## src/rtl/bcd_multiplier_digit_sequencer.sv

```systemverilog
// bcd_multiplier_digit_sequencer
// Walks an N-digit BCD multiplier LSD first, recodes each digit (plus the
// running carry) into a signed digit -5..+4, and hands the one-hot magnitude
// (yi) and sign (ysi) to the partial-product accumulator over a valid/ready
// handshake. N_DIGITS+1 digits are issued; the last one is the recoding carry.
// Optional build macro: SKIP_ZERO_EN -- zero-valued digits are stepped over
// without a handshake (pp_valid stays low for that cycle).
// All outputs decode from registered state only; no input reaches an output
// combinationally.

module bcd_multiplier_digit_sequencer #(
  parameter int N_DIGITS = 4,
  localparam int IDX_W = $clog2(N_DIGITS + 1)
) (
  input  logic                    clk,
  input  logic                    rst_n,
  input  logic                    start,
  input  logic [4*N_DIGITS-1:0]   multiplier,
  output logic                    busy,
  output logic                    pp_valid,
  input  logic                    pp_ready,
  output logic [5:1]              yi,
  output logic                    ysi,
  output logic [IDX_W-1:0]        pp_index,
  output logic                    done,
  output logic                    err
);

  typedef enum logic [1:0] {
    IDLE  = 2'd0,
    ISSUE = 2'd1,
    FIN   = 2'd2
  } state_t;

  localparam logic [IDX_W-1:0] LAST_IDX = IDX_W'(N_DIGITS);

  // Recode one digit with incoming carry: returns {carry_next, neg, mag[2:0]}.
  // v = d + c; v >= 5 maps to v - 10 (negative, or zero for v == 10) with carry.
  function automatic logic [4:0] recode(input logic [3:0] d, input logic c);
    logic [4:0] v;
    logic [4:0] res;
    v = {1'b0, d} + {4'd0, c};
    if (v >= 5'd5) begin
      res[4]   = 1'b1;
      res[3]   = (v != 5'd10);
      res[2:0] = 3'(5'd10 - v);
    end else begin
      res[4]   = 1'b0;
      res[3]   = 1'b0;
      res[2:0] = v[2:0];
    end
    return res;
  endfunction

  // Operand check: flags any nibble that is not a legal BCD digit.
  function automatic logic has_bad_digit(input logic [4*N_DIGITS-1:0] m);
    logic bad;
    bad = 1'b0;
    for (int i = 0; i < N_DIGITS; i++) begin
      bad = bad | (m[4*i +: 4] > 4'd9);
    end
    return bad;
  endfunction

  state_t                  state_r;
  state_t                  state_s;
  logic [4*N_DIGITS-1:0]   digits_r;
  logic                    carry_r;
  logic [IDX_W-1:0]        idx_r;
  logic                    err_r;

  logic [4:0]              rec_s;
  logic [2:0]              mag_s;
  logic                    neg_s;
  logic                    carry_next_s;
  logic [5:1]              yi_s;
  logic                    issue_s;
  logic                    adv_s;
  logic                    last_s;
  logic                    bad_s;
`ifdef SKIP_ZERO_EN
  logic                    zero_s;
`endif

  // Recode the current digit (the shift register's low nibble; zero past the MSD).
  always_comb begin
    rec_s        = recode(digits_r[3:0], carry_r);
    carry_next_s = rec_s[4];
    neg_s        = rec_s[3];
    mag_s        = rec_s[2:0];
    bad_s        = has_bad_digit(multiplier);
    last_s       = (idx_r == LAST_IDX);
  end

  // One-hot magnitude decode: bit k set when |digit| == k, all zero for 0.
  always_comb begin
    yi_s = 5'b00000;
    case (mag_s)
      3'd1:    yi_s = 5'b00001;
      3'd2:    yi_s = 5'b00010;
      3'd3:    yi_s = 5'b00100;
      3'd4:    yi_s = 5'b01000;
      3'd5:    yi_s = 5'b10000;
      default: yi_s = 5'b00000;
    endcase
  end

  // Decide whether the current digit is offered and whether it retires this cycle.
  always_comb begin
`ifdef SKIP_ZERO_EN
    zero_s  = (mag_s == 3'd0);
    issue_s = (state_r == ISSUE) && !zero_s;
    adv_s   = (state_r == ISSUE) && (zero_s || pp_ready);
`else
    issue_s = (state_r == ISSUE);
    adv_s   = issue_s && pp_ready;
`endif
  end

  // FSM state register.
  always_ff @(posedge clk or negedge rst_n) begin
    if (!rst_n) begin
      state_r <= IDLE;
    end else begin
      state_r <= state_s;
    end
  end

  // FSM next-state logic.
  always_comb begin
    state_s = state_r;
    case (state_r)
      IDLE: begin
        if (start) begin
          if (bad_s) begin
            state_s = FIN;
          end else begin
            state_s = ISSUE;
          end
        end else begin
          state_s = IDLE;
        end
      end
      ISSUE: begin
        if (adv_s && last_s) begin
          state_s = FIN;
        end else begin
          state_s = ISSUE;
        end
      end
      FIN: begin
        state_s = IDLE;
      end
      default: begin
        state_s = IDLE;
      end
    endcase
  end

  // Datapath: operand capture, digit shift, carry and weight counter.
  always_ff @(posedge clk or negedge rst_n) begin
    if (!rst_n) begin
      digits_r <= '0;
      carry_r  <= 1'b0;
      idx_r    <= '0;
      err_r    <= 1'b0;
    end else begin
      case (state_r)
        IDLE: begin
          if (start) begin
            digits_r <= multiplier;
            carry_r  <= 1'b0;
            idx_r    <= '0;
            err_r    <= bad_s;
          end else begin
            digits_r <= digits_r;
            carry_r  <= carry_r;
            idx_r    <= idx_r;
            err_r    <= err_r;
          end
        end
        ISSUE: begin
          if (adv_s) begin
            digits_r <= digits_r >> 4'd4;
            carry_r  <= carry_next_s;
            idx_r    <= last_s ? '0 : (idx_r + IDX_W'(1));
          end else begin
            digits_r <= digits_r;
            carry_r  <= carry_r;
            idx_r    <= idx_r;
          end
          err_r <= err_r;
        end
        FIN: begin
          digits_r <= '0;
          carry_r  <= 1'b0;
          idx_r    <= '0;
          err_r    <= 1'b0;
        end
        default: begin
          digits_r <= '0;
          carry_r  <= 1'b0;
          idx_r    <= '0;
          err_r    <= 1'b0;
        end
      endcase
    end
  end

  // FSM outputs, decoded from state and datapath registers only.
  always_comb begin
    busy     = 1'b0;
    pp_valid = 1'b0;
    yi       = 5'b00000;
    ysi      = 1'b0;
    pp_index = '0;
    done     = 1'b0;
    err      = 1'b0;
    case (state_r)
      IDLE: begin
        busy = 1'b0;
      end
      ISSUE: begin
        busy     = 1'b1;
        pp_valid = issue_s;
        yi       = yi_s;
        ysi      = neg_s;
        pp_index = idx_r;
      end
      FIN: begin
        busy = 1'b1;
        done = 1'b1;
        err  = err_r;
      end
      default: begin
        busy = 1'b0;
      end
    endcase
  end

endmodule

```

## config.mk

```make
export PLATFORM = sky130hd
export DESIGN_NAME = bcd_multiplier_digit_sequencer
export DESIGN_NICKNAME = d
export VERILOG_FILES = /design/src/rtl/bcd_multiplier_digit_sequencer.sv
export SDC_FILE = /design/constraint.sdc
export NUM_CORES = 1
export LEC_CHECK = 0
export ABC_AREA = 0
export CAP_MARGIN = 25
export CORE_ASPECT_RATIO = 2
export CORE_MARGIN = 4
export CORE_UTILIZATION = 49
export DETAILED_ROUTE_END_ITERATION = 12
export GPL_TIMING_DRIVEN = 0
export PLACE_DENSITY_LB_ADDON = 0.3
export REMOVE_ABC_BUFFERS = 1
export SLEW_MARGIN = 20
export SYNTH_ARGS = -nofsm -noshare
export SYNTH_HDL_FRONTEND = slang
export SYNTH_SLANG_ARGS = --single-unit
```

## constraint.sdc

```tcl
create_clock -name clk -period 4.11 [get_ports clk]
set_input_delay 0.822 -clock clk [delete_from_list [all_inputs] [get_ports clk]]
set_output_delay 0.822 -clock clk [all_outputs]
set_load 0.005 [all_outputs]
```

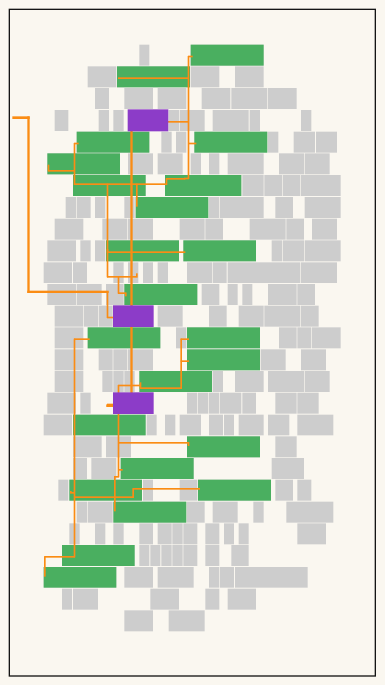
Fig. 1. Routed clock nets over the placement.
Scale: 8 px per µm.
[orange] clock wires | length: 263 µm
[purple] cells driving clock nets | count: 3
[green] flip-flops | count: 23
routed clock nets: 4

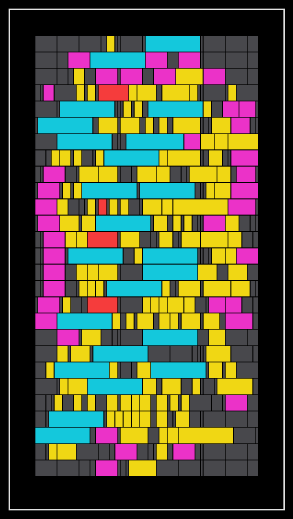
Fig. 2. Cells colored by class.
Scale: 6 px per µm. Fill, decap, tap and diode cells in gray.
| color | class | cells | share of their area |
|---|---|---|---|
| yellow | all other logic | 128 | 46% |
| cyan | flip-flops | 23 | 32% |
| magenta | other buffers and delay cells | 37 | 20% |
| red | clock drivers and dummy loads | 4 | 2.5% |

==> impl_metrics.xml <==
<?xml version="1.0" encoding="UTF-8"?>
<metrics>
  <group name="global_routing">
    <metric name="grt_pass1_vias" unit="">1355</metric>
    <metric name="pin_count_of_the_biggest_net_entering_global_routing" unit="">24</metric>
    <metric name="grt_antenna_before_repair" unit="">0</metric>
    <metric name="global_route_wire_length_before_repair" unit="µm">6070</metric>
    <metric name="grt_overflow" unit="">0</metric>
    <metric name="globalRouteTotalUtil" unit="%">21.4</metric>
  </group>
  <group name="floorplan">
    <metric name="floorplan_row_count" unit="">27</metric>
    <metric name="die_y" unit="µm">83.2</metric>
    <metric name="initial_utilization" unit="%">50.6</metric>
    <metric name="core-area" unit="µm²">2740</metric>
  </group>
  <group name="clock_tree">
    <metric name="cts-root-to-sink-buffers" unit="">2</metric>
    <metric name="cts_made_buffers" unit="">3</metric>
    <metric name="clk_pin_slew_worst_paths" unit="ps">70</metric>
    <metric name="htree_num_levels" unit="">1</metric>
  </group>
  <group name="worst_setup_path">
    <metric name="critPathLaunch" unit="">digits_r[0]</metric>
    <metric name="crit_path_end" unit="">yi[2]</metric>
    <metric name="worst_setup_path_end_kind" unit="">output pin</metric>
    <metric name="worstPathBufferInverterCount" unit="">3</metric>
    <metric name="worstRegToRegCells" unit="">10</metric>
    <metric name="timing.critical_path.cells" unit="">ha_4 &gt; ha_4 &gt; inv_1 &gt; ha_2 &gt; or4_1 &gt; a32o_2 &gt; o21ai_4 &gt; mux2i_2 &gt; buf_4 &gt; and3_1 &gt; dlygate4sd2_1</metric>
    <metric name="critical_path_arrival" unit="ps">3150</metric>
  </group>
  <group name="power_and_ir_drop">
    <metric name="p_per_area" unit="nW/µm²">651</metric>
    <metric name="power.sequential.fraction" unit="%">33.4</metric>
    <metric name="p_seq" unit="mW">0.401</metric>
    <metric name="power.share.clock" unit="%">11.6</metric>
    <metric name="power.group.top" unit="">combinational logic</metric>
    <metric name="cellInternalPower" unit="mW">0.702</metric>
  </group>
  <group name="sta">
    <metric name="report.final.hold_viol_count" unit="">0</metric>
    <metric name="post-route-worst-setup-slack" unit="ps">142</metric>
    <metric name="timing.final.crit_period" unit="ps">3970</metric>
    <metric name="setup_viol_count_final" unit="">0</metric>
    <metric name="min_period_over_period" unit="%">96.5</metric>
    <metric name="finalClockSkew" unit="ps">5.18</metric>
  </group>
  <group name="routing">
    <metric name="met2RoutedLength" unit="µm">2140</metric>
    <metric name="highest-signal-layer" unit="">met4</metric>
    <metric name="detail_route.vias_per_cell" unit="">6.02</metric>
    <metric name="routedWlPerCell" unit="µm">16.7</metric>
  </group>
  <group name="yosys">
    <metric name="ys_cells" unit="">158</metric>
    <metric name="syn_inst" unit="">158</metric>
    <metric name="yosys_area" unit="µm²">1380</metric>
    <metric name="synth_largest_type_area_fraction" unit="%">41.6</metric>
    <metric name="sequential_cell_area_fraction_in_the_yosys_report" unit="%">41.6</metric>
    <metric name="area_of_the_mapped_netlist" unit="µm²">1380</metric>
  </group>
  <group name="cells_and_area">
    <metric name="area_growth_syn_to_layout" unit="%">33.5</metric>
    <metric name="post_route_non_filler_standard_cell_count" unit="">221</metric>
  </group>
  <group name="place">
    <metric name="preCtsSetupSlack" unit="ps">-3.98</metric>
    <metric name="place.port_buffers" unit="">32</metric>
  </group>
  <group name="run">
    <metric name="tool_warnings" unit="">31</metric>
  </group>
  <group name="run_status">
    <metric name="outcome" unit="">completed</metric>
  </group>
  <group name="worst_hold_path">
    <metric name="timing.hold.worst_endpoint" unit="">digits_r[12]</metric>
    <metric name="hp-class" unit="">reg2reg</metric>
  </group>
</metrics>
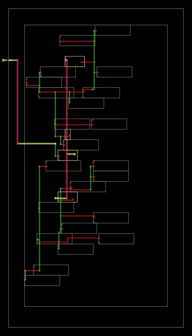
Fig. 3. Clock routing.
Power Clock: 0.139 mW
flip-flops: 23
insertion delay of the later-clocked pin in the worst-skew pair: 260 ps
Clock buffer cells: 4
number of clock sinks seen by CTS: 23

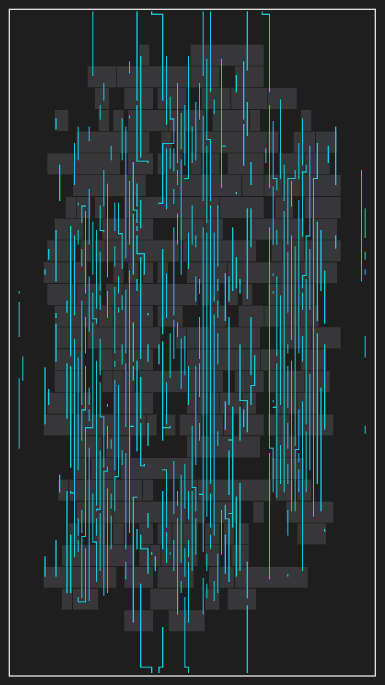
Fig. 4. M2 wires.
Scale: 8 px per µm. Cells faint in the background.
nets with wire on the layer: 193
wire length on this layer: 2,140 µm
main direction: vertical
share of all routed wire: 58%

-- repair_timing --
item / CTS / global route
setup endpoints to repair: 6 / 5
hold buffers: 0 / 0
gates resized: 9 / 7
pin swaps: 5 / 6
buffers inserted: 4 / 1
-- tightest hold or removal path: cells and delay by family (launching register included) --
kind / cells / cell delay, ps
DFF: 1 / 350
and+or+nand+nor: 2 / 100
-- final cells by class --
| cell class | instances | area, µm² | area share, % |
|---|---|---|---|
| Timing Repair Buffer | 37 | 360 | 19.5 |
| Multi-Input combinational cell | 120 | 798 | 43.2 |
| Inverter | 8 | 30.0 | 1.63 |
| Clock buffer | 4 | 45.0 | 2.44 |
| Sequential cell | 23 | 577 | 31.2 |
| Tap cell | 29 | 36.3 | 1.96 |
-- logic make-up after synthesis --
kind of cell | count (synthesis) | synth area share (%)
flops | 23 | 41.6
fa+ha+maj | 11 | 9.95
buf+inv | 15 | 4.07
xor+xnor | 3 | 1.90
simple gates | 72 | 24.3
mux | 1 | 0.723
compound gates | 33 | 17.5
-- cells in the mapped netlist, types with 2 or more instances --
| cell type | n |
|---|---|
| sky130_fd_sc_hd__dfrtp_1 | 23 |
| sky130_fd_sc_hd__a21oi_1 | 5 |
| sky130_fd_sc_hd__nor3_1 | 3 |
| sky130_fd_sc_hd__a221oi_1 | 12 |
| sky130_fd_sc_hd__o21ai_0 | 8 |
| sky130_fd_sc_hd__and2_1 | 4 |
| sky130_fd_sc_hd__nand2_1 | 16 |
| sky130_fd_sc_hd__nor2_1 | 27 |
| sky130_fd_sc_hd__ha_1 | 11 |
| sky130_fd_sc_hd__nand4_1 | 2 |
| sky130_fd_sc_hd__and3_1 | 3 |
| sky130_fd_sc_hd__nor2b_1 | 2 |
| sky130_fd_sc_hd__xnor2_1 | 3 |
| sky130_fd_sc_hd__clkbuf_1 | 6 |
| sky130_fd_sc_hd__inv_1 | 7 |
| sky130_fd_sc_hd__nand3_1 | 7 |
-- layout by cell type (no fill, tap or decap), types with 4 or more instances in the layout --
cell                              instances
sky130_fd_sc_hd__nor2_1                  27
sky130_fd_sc_hd__clkdlybuf4s50_1         25
sky130_fd_sc_hd__dfrtp_1                 22
sky130_fd_sc_hd__nand2_1                 16
sky130_fd_sc_hd__a221oi_1                12
sky130_fd_sc_hd__o21ai_0                  8
sky130_fd_sc_hd__ha_1                     8
sky130_fd_sc_hd__inv_1                    7
sky130_fd_sc_hd__nand3_1                  7
sky130_fd_sc_hd__buf_4                    5
sky130_fd_sc_hd__and2_1                   4
sky130_fd_sc_hd__dlymetal6s2s_1           4
-- flip-flops by register name, indices dropped and copies added, names as in the netlist --
| signal | count |
|---|---|
| digits_r | 16 |
| idx_r | 3 |
| state_r | 2 |
| carry_r | 1 |
| err_r | 1 |
-- stage by stage --
stage	hold WS (ps)	total power, mW	setup TNS, ps	utilization (%)
after global routing	515	1.30	-9.82	67.5
after floorplan	439	0.769	0	-
after global placement	453	0.925	0	62.6
after CTS	478	1.17	0	66.7
final	478	1.20	0	67.5
after detailed placement	460	0.964	-3.98	62.8
Power is estimated from default activity; no workload was simulated.
